[src/rtl/fp_accumulator_if.sv]
// ---------------------------------------------------------------------------
// fp_accumulator_if
// Handshake bundle between the float multiplier, the accumulator and the
// activation stage.
//   start     : pulse that clears the accumulator and opens a new N-term sum
//   in_valid  : product valid (producer -> accumulator)
//   in_ready  : accumulator can take a product this cycle
//   product   : float operand {sign, exp[7:0], mant[22:0]}
//   out_valid : sum valid, held until consumed
//   out_ready : activation stage accepts the sum
//   sum       : accumulated float
// master = producer/consumer side, slave = accumulator.
// ---------------------------------------------------------------------------
interface fp_accumulator_if;
    logic        start;
    logic        in_valid;
    logic        in_ready;
    logic [31:0] product;
    logic        out_valid;
    logic        out_ready;
    logic [31:0] sum;

    modport master (
        output start, in_valid, product, out_ready,
        input  in_ready, out_valid, sum
    );

    modport slave (
        input  start, in_valid, product, out_ready,
        output in_ready, out_valid, sum
    );
endinterface

[src/rtl/fp_accumulator.sv]
// ---------------------------------------------------------------------------
// fp_accumulator
// Sequential single-precision accumulator: sums N products into one float.
// No denormals, no Inf/NaN, truncation only, zero is 32'b0.
// One product is processed per 4 cycles (WAIT, ALIGN, ADD, NORM).
// Ports:
//   clk   : rising-edge clock
//   rst_n : asynchronous active-low reset
//   bus   : fp_accumulator_if.slave (start, product in, sum out handshakes)
// ---------------------------------------------------------------------------
module fp_accumulator #(
    parameter int N = 4
) (
    input  logic                clk,
    input  logic                rst_n,
    fp_accumulator_if.slave     bus
);

    localparam int CNT_W = $clog2(N + 1);

    typedef enum logic [2:0] {
        S_IDLE, S_WAIT, S_ALIGN, S_ADD, S_NORM, S_DONE
    } state_t;

    state_t             r_state;
    state_t             w_next;
    logic               w_in_ready;
    logic               w_out_valid;

    logic [31:0]        r_acc;
    logic [31:0]        r_sum;
    logic [31:0]        r_prod;
    logic [CNT_W-1:0]   r_count;
    logic [CNT_W-1:0]   w_count_inc;

    logic [23:0]        r_sig_a_p0;
    logic [23:0]        r_sig_b_p0;
    logic [7:0]         r_exp_p0;
    logic               r_sign_a_p0;
    logic               r_sign_b_p0;

    logic [24:0]        r_mag_p1;
    logic [7:0]         r_exp_p1;
    logic               r_sign_p1;

    // Right shift with everything beyond 24 positions collapsing to zero.
    function automatic logic [23:0] f_align(input logic [23:0] sig, input logic [7:0] diff);
        if (diff >= 8'd25) return 24'd0;
        return sig >> diff;
    endfunction

    // Leading zeros of a 24-bit significand; 24 when the value is zero.
    function automatic logic [4:0] f_lzc(input logic [23:0] v);
        logic [4:0] n;
        logic       found;
        n     = 5'd0;
        found = 1'b0;
        for (int i = 23; i >= 0; i--) begin
            if (!found) begin
                if (v[i]) found = 1'b1;
                else      n = n + 5'd1;
            end
        end
        return n;
    endfunction

    // Final packing: flush underflow / zero, saturate overflow.
    function automatic logic [31:0] f_pack(input logic sign, input logic signed [9:0] exp,
                                           input logic [22:0] mant, input logic is_zero);
        if (is_zero || exp <= 10'sd0) return 32'd0;
        if (exp > 10'sd254)           return {sign, 8'hFE, 23'h7FFFFF};
        return {sign, exp[7:0], mant};
    endfunction

    // ---------------- ALIGN: unpack acc and product, shift the smaller one
    logic        w_zero_a, w_zero_b, w_a_big;
    logic [23:0] w_sig_a, w_sig_b, w_shift_sig;
    logic [7:0]  w_exp_a, w_exp_b, w_exp_diff;

    always_comb begin
        w_zero_a    = (r_acc[30:0] == 31'd0);
        w_zero_b    = (r_prod[30:0] == 31'd0);
        w_sig_a     = w_zero_a ? 24'd0 : {1'b1, r_acc[22:0]};
        w_sig_b     = w_zero_b ? 24'd0 : {1'b1, r_prod[22:0]};
        w_exp_a     = r_acc[30:23];
        w_exp_b     = r_prod[30:23];
        w_a_big     = (w_exp_a >= w_exp_b);
        w_exp_diff  = w_a_big ? (w_exp_a - w_exp_b) : (w_exp_b - w_exp_a);
        w_shift_sig = f_align(w_a_big ? w_sig_b : w_sig_a, w_exp_diff);
    end

    // ---------------- ADD: signed-magnitude add/subtract on aligned significands
    logic [24:0] w_mag;
    logic        w_sign;

    always_comb begin
        w_mag  = 25'd0;
        w_sign = r_sign_a_p0;
        if (r_sign_a_p0 == r_sign_b_p0) begin
            w_mag = {1'b0, r_sig_a_p0} + {1'b0, r_sig_b_p0};
        end else if (r_sig_a_p0 >= r_sig_b_p0) begin
            w_mag = {1'b0, r_sig_a_p0} - {1'b0, r_sig_b_p0};
        end else begin
            w_mag  = {1'b0, r_sig_b_p0} - {1'b0, r_sig_a_p0};
            w_sign = r_sign_b_p0;
        end
    end

    // ---------------- NORM: carry shifts right, otherwise shift out leading zeros
    logic [4:0]         w_lzc;
    logic signed [9:0]  w_exp_n;
    logic [22:0]        w_mant;
    logic [31:0]        w_norm;

    always_comb begin
        w_lzc = f_lzc(r_mag_p1[23:0]);
        if (r_mag_p1[24]) begin
            w_exp_n = signed'({2'b00, r_exp_p1}) + 10'sd1;
            w_mant  = r_mag_p1[23:1];
        end else begin
            w_exp_n = signed'({2'b00, r_exp_p1}) - signed'({5'b00000, w_lzc});
            // The hidden bit lands on bit 23 after the shift and is dropped.
            w_mant  = r_mag_p1[22:0] << w_lzc;
        end
        w_norm = f_pack(r_sign_p1, w_exp_n, w_mant, (r_mag_p1 == 25'd0));
    end

    assign w_count_inc = r_count + CNT_W'(1);

    always_comb begin
        w_next      = r_state;
        w_in_ready  = 1'b0;
        w_out_valid = 1'b0;
        case (r_state)
            S_IDLE:  if (bus.start) w_next = S_WAIT;
            S_WAIT: begin
                w_in_ready = 1'b1;
                if (bus.in_valid) w_next = S_ALIGN;
            end
            S_ALIGN: w_next = S_ADD;
            S_ADD:   w_next = S_NORM;
            S_NORM:  w_next = (w_count_inc == CNT_W'(N)) ? S_DONE : S_WAIT;
            S_DONE: begin
                w_out_valid = 1'b1;
                if (bus.out_ready) w_next = S_IDLE;
            end
            default: w_next = S_IDLE;
        endcase
    end

    always_ff @(posedge clk or negedge rst_n) begin
        if (!rst_n) begin
            r_state <= S_IDLE;
            r_count <= '0;
            r_acc   <= 32'd0;
            r_sum   <= 32'd0;
        end else begin
            r_state <= w_next;
            if (r_state == S_IDLE && bus.start) begin
                r_acc   <= 32'd0;
                r_count <= '0;
            end
            if (r_state == S_NORM) begin
                r_acc   <= w_norm;
                r_count <= w_count_inc;
                if (w_next == S_DONE) r_sum <= w_norm;
            end
        end
    end

    // Datapath registers only carry values between states; they need no reset.
    always_ff @(posedge clk) begin
        if (r_state == S_WAIT && bus.in_valid) r_prod <= bus.product;
        if (r_state == S_ALIGN) begin
            r_sig_a_p0  <= w_a_big ? w_sig_a : w_shift_sig;
            r_sig_b_p0  <= w_a_big ? w_shift_sig : w_sig_b;
            r_exp_p0    <= w_a_big ? w_exp_a : w_exp_b;
            r_sign_a_p0 <= r_acc[31];
            r_sign_b_p0 <= r_prod[31];
        end
        if (r_state == S_ADD) begin
            r_mag_p1  <= w_mag;
            r_exp_p1  <= r_exp_p0;
            r_sign_p1 <= w_sign;
        end
    end

    assign bus.in_ready  = w_in_ready;
    assign bus.out_valid = w_out_valid;
    assign bus.sum       = r_sum;

endmodule

[src/flat_wrapper.sv]
// flat-port wrapper written by rule: the top's interface ports become plain ports
module fp_accumulator_flat 
#(
    parameter int N = 4
)
  (clk, rst_n, bus_start, bus_in_valid, bus_product, bus_out_ready, bus_in_ready, bus_out_valid, bus_sum);
  fp_accumulator_if bus_i ();
  input  logic clk;
  input  logic rst_n;
  input wire logic [$bits(bus_i.start)-1:0] bus_start;
  input wire logic [$bits(bus_i.in_valid)-1:0] bus_in_valid;
  input wire logic [$bits(bus_i.product)-1:0] bus_product;
  input wire logic [$bits(bus_i.out_ready)-1:0] bus_out_ready;
  output wire logic [$bits(bus_i.in_ready)-1:0] bus_in_ready;
  output wire logic [$bits(bus_i.out_valid)-1:0] bus_out_valid;
  output wire logic [$bits(bus_i.sum)-1:0] bus_sum;
  assign bus_i.start = bus_start;
  assign bus_i.in_valid = bus_in_valid;
  assign bus_i.product = bus_product;
  assign bus_i.out_ready = bus_out_ready;
  assign bus_in_ready = bus_i.in_ready;
  assign bus_out_valid = bus_i.out_valid;
  assign bus_sum = bus_i.sum;
  fp_accumulator #(.N(N)) u_core (.clk(clk), .rst_n(rst_n), .bus(bus_i));
endmodule
[config.mk]
export PLATFORM = sky130hd
export DESIGN_NAME = fp_accumulator_flat
export DESIGN_NICKNAME = d
export VERILOG_FILES = /design/src/rtl/fp_accumulator_if.sv /design/src/rtl/fp_accumulator.sv /design/src/flat_wrapper.sv
export SDC_FILE = /design/constraint.sdc
export NUM_CORES = 1
export LEC_CHECK = 0
export ABC_AREA = 1
export CAP_MARGIN = 20
export CORE_MARGIN = 2
export CORE_UTILIZATION = 65
export DETAILED_ROUTE_END_ITERATION = 10
export PLACE_DENSITY_LB_ADDON = 0.3
export SLEW_MARGIN = 5
export SYNTH_ARGS = -nofsm -noshare
export SYNTH_HDL_FRONTEND = slang
export SYNTH_SLANG_ARGS = --single-unit
[constraint.sdc]
create_clock -name clk -period 21.9 [get_ports clk]
set_clock_uncertainty 0.2 [all_clocks]
set_input_delay 3.285 -clock clk [delete_from_list [all_inputs] [get_ports clk]]
set_output_delay 3.285 -clock clk [all_outputs]
set_load 0.02 [all_outputs]
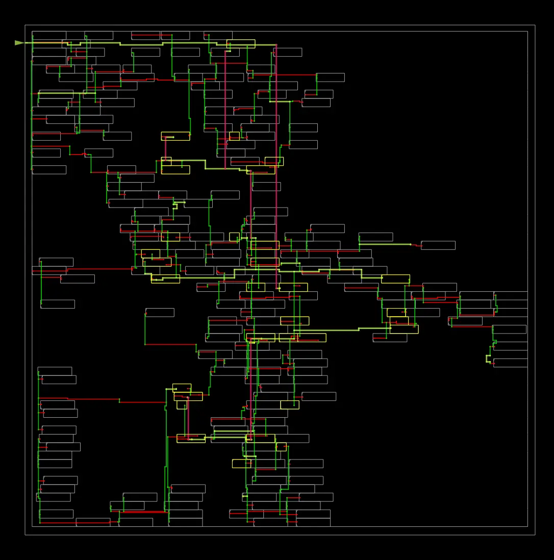
Fig. 1. Clock nets (run 1).
TritonCTS buffer count: 17
clk pwr: 0.331 mW

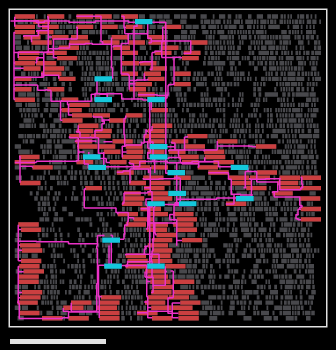
Fig. 2. Clock wires, drivers and flops (run 1).
The bar under the picture is 50 um long.
Magenta marks clock wires, length 2500 um. Cyan marks clock-net drivers, count 17. Red marks flip-flops, count 194.
There are 18 routed clock nets.

==> notes.md, run 1 <==
Summary of the current implementation state.

- The flow ran to the end, and the final reports show no timing, DRC or antenna violations.
- The shortest period the worst path allows is 14.09 ns, for reference.
- According to the report, the first pass of detailed routing completed in 8 iterations.
- The detailed router's first-iteration violation count is 2127, for reference.
- In the placement report, post-DP HPWL is listed as 40690 um.
- The maximum number of pins on one net before global-route repair is 119, for reference.
- The cell type with the largest total area after synthesis is sky130_fd_sc_hd__edfxtp_1, for reference.
- The area of the chip is 27300 sq um, for reference.
- The mean area per synthesized cell is 7.079 sq um, for reference.
- The final wirelength is 52780 um, for reference.
- The final period utilization is 0.6434, for reference.
- The instance count of the mapped netlist is 2387, for reference.
- TritonRoute reported its final design rule violation total as 0.
- The horizontal die dimension is 165.2 um, for reference.
- The number of cell rows is 59, for reference.
- The number of logged tool warnings is 84, for reference.
- The most frequently placed logic cell in the final layout is sky130_fd_sc_hd__nand2_1, for reference.
- The relative area change from synthesis to final layout is 8.812%, for reference.
- The leakage power of the design is 8.631 nW, for reference.
- The sequential area share after synthesis is 0.3240, for reference.
- The gate-level netlist out of Yosys references 60 unique cell types.
- The number of nets in the synthesized netlist is 2545.
- Along the worst hold path, the cell count comes to 0.
- The capture point of the critical path was reported as u_core.bus.sum[15].
- The post-cts hold buffer count is 0, for reference.
- In the final layout, the share of cells above drive strength 1 is 0.06805.
- The maximum buffer depth of the clock tree is 2, for reference.
- After the flow finishes, the layout carries non-filler instances totaling 2746.
- After clock tree synthesis, the clock-pin slew on the worst setup and hold paths is 0.09 ns.
- Pin placement for this block handled 71 I/O pins.
- The effective utilization at floorplan is 0.6559, for reference.
- The post-synthesis instance area is 16900 sq um, for reference.
- The number of I/O port buffers is 70, for reference.
- The startpoint of the worst hold path is u_core.r_prod[31], for reference.
- The via count of the first global-routing pass is 15253, for reference.
- The warning tally printed by Yosys for this design is 0.
- TritonCTS built the clock tree.
- The count of nets after finishing is 2555, for reference.
- STA classifies the critical path startpoint as a flop.
- By instance count, the leading cell after synthesis is sky130_fd_sc_hd__nand2_1.
- The CTS log lists the clock sinks for this run as 194.
- Derived from the worst setup path, the maximum achievable clock frequency is 70.97 MHz.
- Including well taps, the total number of placed cells is 2713.
- The delay contributed by the slowest stage of the critical path is 0.65 ns, for reference.
- The final worst setup slack is 7.810 ns, for reference.
- The final weighted congestion recorded by global placement is 1.024.
- The number of enable flip-flop cells is 124, for reference.
- The cell-mix breakdown from Yosys lists the adder-cell area share as 0.09226.
- The start point of the critical path is u_core.r_mag_p1[22], for reference.
- The floorplan core area is 25760 sq um, for reference.
- The synthesized-area fraction occupied by and/or/nand/nor cells is 0.2897, for reference.
- The area of placed instances is 17750 sq um, for reference.
- Once the clock tree was built, the setup fixing pass inserted 0 buffers.
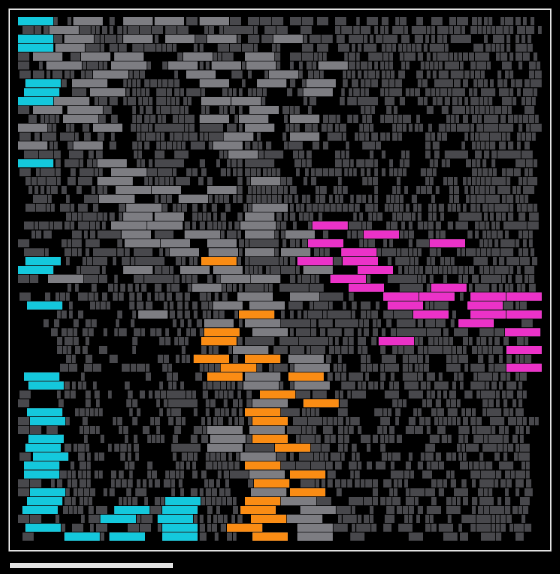
Fig. 3. Register map, names as in the netlist (run 1).
The bar under the picture is 50 um long. Other sequential cells in the stronger grey, the rest of the logic in the fainter grey.
Orange marks u_core.r_sig_b_p0, placed flops 24. Magenta marks u_core.r_mag_p1, placed flops 25, where middle right. Cyan marks u_core.r_prod, placed flops 32.

==> run 1: cell type report <==
| cell class | instances | area [sq um] |
|---|---|---|
| timing repair buffer | 84 | 800.8 |
| clock inverter | 15 | 206.4 |
| multi-input combinational | 1778 | 9847 |
| inverter | 322 | 1210 |
| sequential | 194 | 5475 |
| antenna | 1 | 2.502 |
| fill | 2094 | 7377 |
| tap | 335 | 419.2 |
| clock buffer | 17 | 425.4 |
==> run 1: critical path: cells and delay by family (launching register included) <==
family          cells  cell delay (ns)
fa+ha+maj          13             3.94
buf+inv            13             1.56
compound gates     17             3.51
flops               1             0.48
simple gates       38             4.07
xor+xnor            1             0.18
==> run 1: state kept, by name, indices dropped and copies added, names as in the netlist <==
name and cells:
u_core.bus.sum 32, u_core.r_acc 32, u_core.r_prod 32, u_core.r_mag_p1 25, u_core.r_sig_a_p0 24, u_core.r_sig_b_p0 24
u_core.r_exp_p0 8, u_core.r_exp_p1 8, u_core.r_count 3, u_core.r_state 3, u_core.r_sign_a_p0 1, u_core.r_sign_b_p0 1
u_core.r_sign_p1 1
==> run 1: routing by layer <==
layer / up-vias / routed length (um) / share of wire / global-route usage
met2: 1038 / 24010 / 0.45 / 0.6197
li1: 7993 / - / - / -
met4: 0 / 2326 / 0.044 / 0.1549
met3: 159 / 5372 / 0.10 / 0.05245
met5: - / 0 / 0 / 0
met1: 7878 / 21080 / 0.40 / 0.5253
==> run 1: report_power, final <==
group	leakage, nW	switching, mW	internal [mW]
Sequential	2.11	0.113	0.535
Combinational	6.22	1.16	0.477
Clock	0.301	0.173	0.158
Fig. 4: run 1, cells coloured by class
Fill, decap, tap and diode cells in grey.
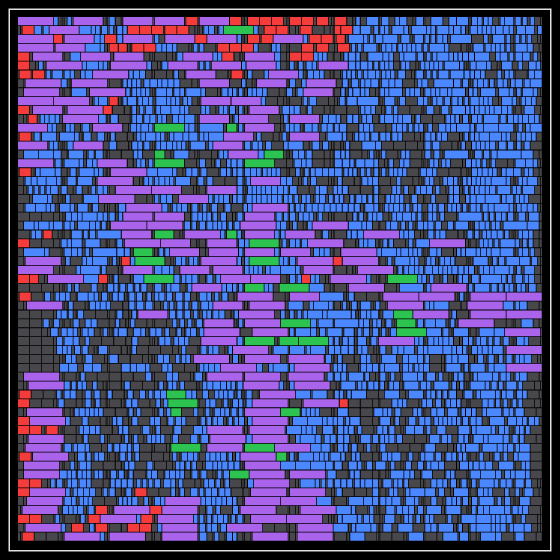

## Run 2: what changed since run 1
CORE_UTILIZATION = 57   (was 65)
clock period = 12.3 ns   (was 21.9 ns; I/O delays follow)
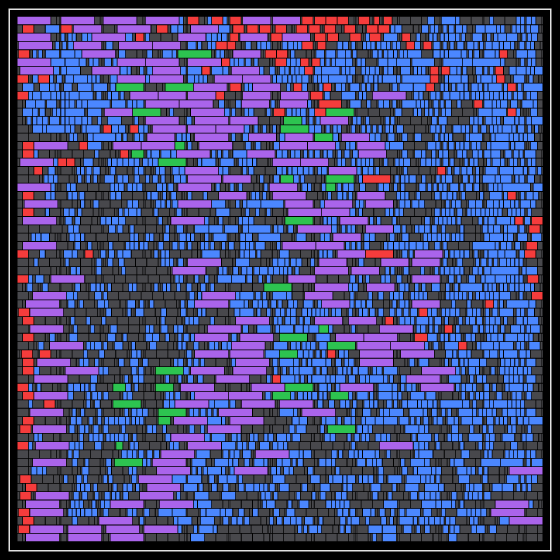
Fig. 5. Cells coloured by class (run 2).
Fill, decap, tap and diode cells in grey.
Green marks clock drivers and dummy loads, cells 32, share of their area 3.4%. Blue marks remaining logic cells, cells 2100, share of their area 61%. Red marks remaining buffers and delay cells, cells 119, share of their area 6.1%. Purple marks registers, cells 194, share of their area 30%.

==> notes.md, run 2 <==
Summary of the current implementation state.

- The detailed route wirelength on metal3 came to 3735 um (was 5372 um).
- Result of the run: finished, final reports clean (unchanged).
- The amount of wire on met2 after detailed routing is 25870 um (was 24010 um), for reference.
- The effective utilization at floorplan is 0.5747 (was 0.6559).
- The delay contributed by the slowest stage of the critical path is 0.42 ns (was 0.65 ns), for reference.
- The final weighted congestion in routability-driven placement is 1.014 (was 1.024).
- The number of logged tool warnings is 81 (was 84), for reference.
- The mean area per synthesized cell is 7.079 sq um (unchanged), for reference.
- The sort of element at the start of the critical path is a flop (unchanged), for reference.
- The via count of the first global-routing pass is 15686 (was 15253).
- The relative area change from synthesis to final layout was 12.01% (was 8.812%).
- The count of yosys warnings during synthesis is 0 (unchanged), for reference.
- The number of different library cells in the post-synthesis netlist is 60 (unchanged).
- The final wirelength is 55290 um (was 52780 um), for reference.
- The number of I/O port buffers is 70 (unchanged), for reference.
- The yosys cell count came to 2387 (unchanged).
- The maximum number of pins on one net before global-route repair was 100 (was 119).
- The detailed router's first-iteration violation count came to 1731 (was 2127).
- The leakage power of the design is 8.841 nW (was 8.631 nW), for reference.
- The initial antenna violation count was 0 (unchanged).
- The post-synthesis instance area was 16900 sq um (unchanged).
- The instance count of the mapped netlist came to 2387 (unchanged).
- The global-route congestion overflow total is 0 (unchanged), for reference.
- The horizontal die dimension is 176.2 um (was 165.2 um), for reference.
- The tally of non-filler cells in the final layout was 2835 (was 2746).
- The maximum achievable frequency came to 85.61 MHz (was 70.97 MHz).
- The maximum fanout count along the critical path was 6 (was 30).
- The final antenna diode count is 0 (was 1), for reference.
- The sequential area share after synthesis is 0.3240 (unchanged).
- The number of detailed-route iterations in the first pass was 8 (unchanged).
- The number of enable flip-flop cells is 124 (unchanged), for reference.
- The clock tree from TritonCTS is done (unchanged).
- The routed length on met1 was 23550 um (was 21080 um).
- The critical path capture point is u_core.r_acc[1] (was u_core.bus.sum[15]).
- The met2 track utilization from global routing was 0.5815 (was 0.6197).
- The final period utilization is 0.9497 (was 0.6434), for reference.
- The half-perimeter wire length after detailed placement is 43340 um (was 40690 um), for reference.
- The cell count after placement was 2786 (was 2713).
- The critical register-to-register path startpoint is u_core.r_mag_p1[22] (unchanged), for reference.
- The synthesized-area fraction occupied by and/or/nand/nor cells came to 0.2897 (unchanged).
- The post-cts hold buffer count is 0 (unchanged), for reference.
- The global routing met1 resource utilization was 0.4791 (was 0.5253).
- The signal arrival time at the worst endpoint came to 11.85 ns (was 14.28 ns).
- The most congested layer reported by global routing is met2 (unchanged), for reference.
- The fraction of met3 tracks used by global routing is 0.04134 (was 0.05245), for reference.
- The area of the chip was 31040 sq um (was 27300 sq um).
- The DRC violation count after routing was 0 (unchanged).
- The area share of fa/ha/maj cells after synthesis is 0.09226 (unchanged).
- The cell count of the worst hold path is 0 (unchanged), for reference.
- The clock transition at the registers of the reported paths is 0.08 ns (was 0.09 ns), for reference.
- The number of cell rows is 63 (was 59).
- The most frequently placed logic cell in the final layout is sky130_fd_sc_hd__nand2_1 (unchanged), for reference.
- The cell type with the largest total area after synthesis is sky130_fd_sc_hd__edfxtp_1 (unchanged), for reference.
- The number of I/O pins is 71 (unchanged), for reference.
- The most instantiated library cell after synthesis is sky130_fd_sc_hd__nand2_1 (unchanged).
- The start point of the critical path is u_core.r_mag_p1[22] (unchanged).
- The fill cell total of the finished layout is 2648 (was 2094), for reference.
- The floorplan core area is 29400 sq um (was 25760 sq um), for reference.
- The share of cells above drive strength 1 is 0.09571 (was 0.06805).
- The highest metal layer used by the detailed router is met4 (unchanged).
- The total nets after synthesis is 2545 (unchanged).
- The shortest period the worst path allows is 11.68 ns (was 14.09 ns), for reference.
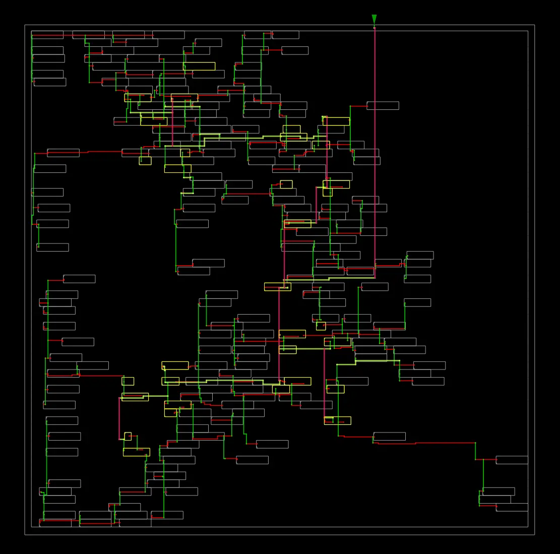
Fig. 6. Clock nets (run 2).
latest clock arrival within the worst-skew pair: 0.45 ns
number of sequential storage elements: 194
number of clock buffers in the layout: 17
Sink Count: 194
clk pwr: 0.587 mW

==> run 2: through the flow <==
step | utilization | setup WS (ns) | TNS (ns)
3_5_place_dp | 0.6114 | -0.1893 | -5.796
3_3_place_gp | 0.6114 | 0.3893 | 0
2_1_floorplan | - | 0.5492 | 0
4_1_cts | 0.6331 | 0.006262 | 0
6_report | 0.6437 | 0.6189 | 0
5_1_grt | 0.6437 | -0.2658 | -10.72
==> run 2: repair_timing <==
| item | in CTS | in global routing |
|---|---|---|
| resized | 3 | 45 |
| endpoints found under the setup margin | 57 | 64 |
| buffers inserted | 0 | 15 |
| pin swaps | 0 | 41 |
| cloned | 0 | 2 |
==> run 2: worst max-delay path, delay by kind of cell (launching register included) <==
family	cells	cell delay [ns]
simple gates	42	3.69
buf+inv	12	0.91
flops	1	0.42
compound gates	18	2.60
fa+ha+maj	13	3.41
mux	1	0.08
xor+xnor	2	0.28
==> run 2: cell type report <==
type                    instances  area, sq um  share of cell area
multi-input cells            1778        10000              0.5285
flip-flops and latches        194         5475              0.2893
inverters                     322         1212             0.06406
repair buffers                119         1119             0.05910
well taps                     390        488.0             0.02578
clock buffers                  17        425.4             0.02248
clock inverters                15        205.2             0.01084
==> run 2: cell families after synthesis <==
family | Yosys count
xor+xnor | 50
mux | 5
buf+inv | 415
fa+ha+maj | 121
simple gates | 1081
compound gates | 521
flops | 194
==> run 2: power by group <==
| group | switching (mW) | total, mW | internal (mW) | leakage (nW) |
|---|---|---|---|---|
| clock | 0.289 | 0.587 | 0.298 | 0.307 |
| sequential | 0.206 | 1.16 | 0.952 | 2.11 |
| combinational | 2.14 | 3.05 | 0.917 | 6.43 |
No activity file was given, so power comes from the tool's default toggle rates.
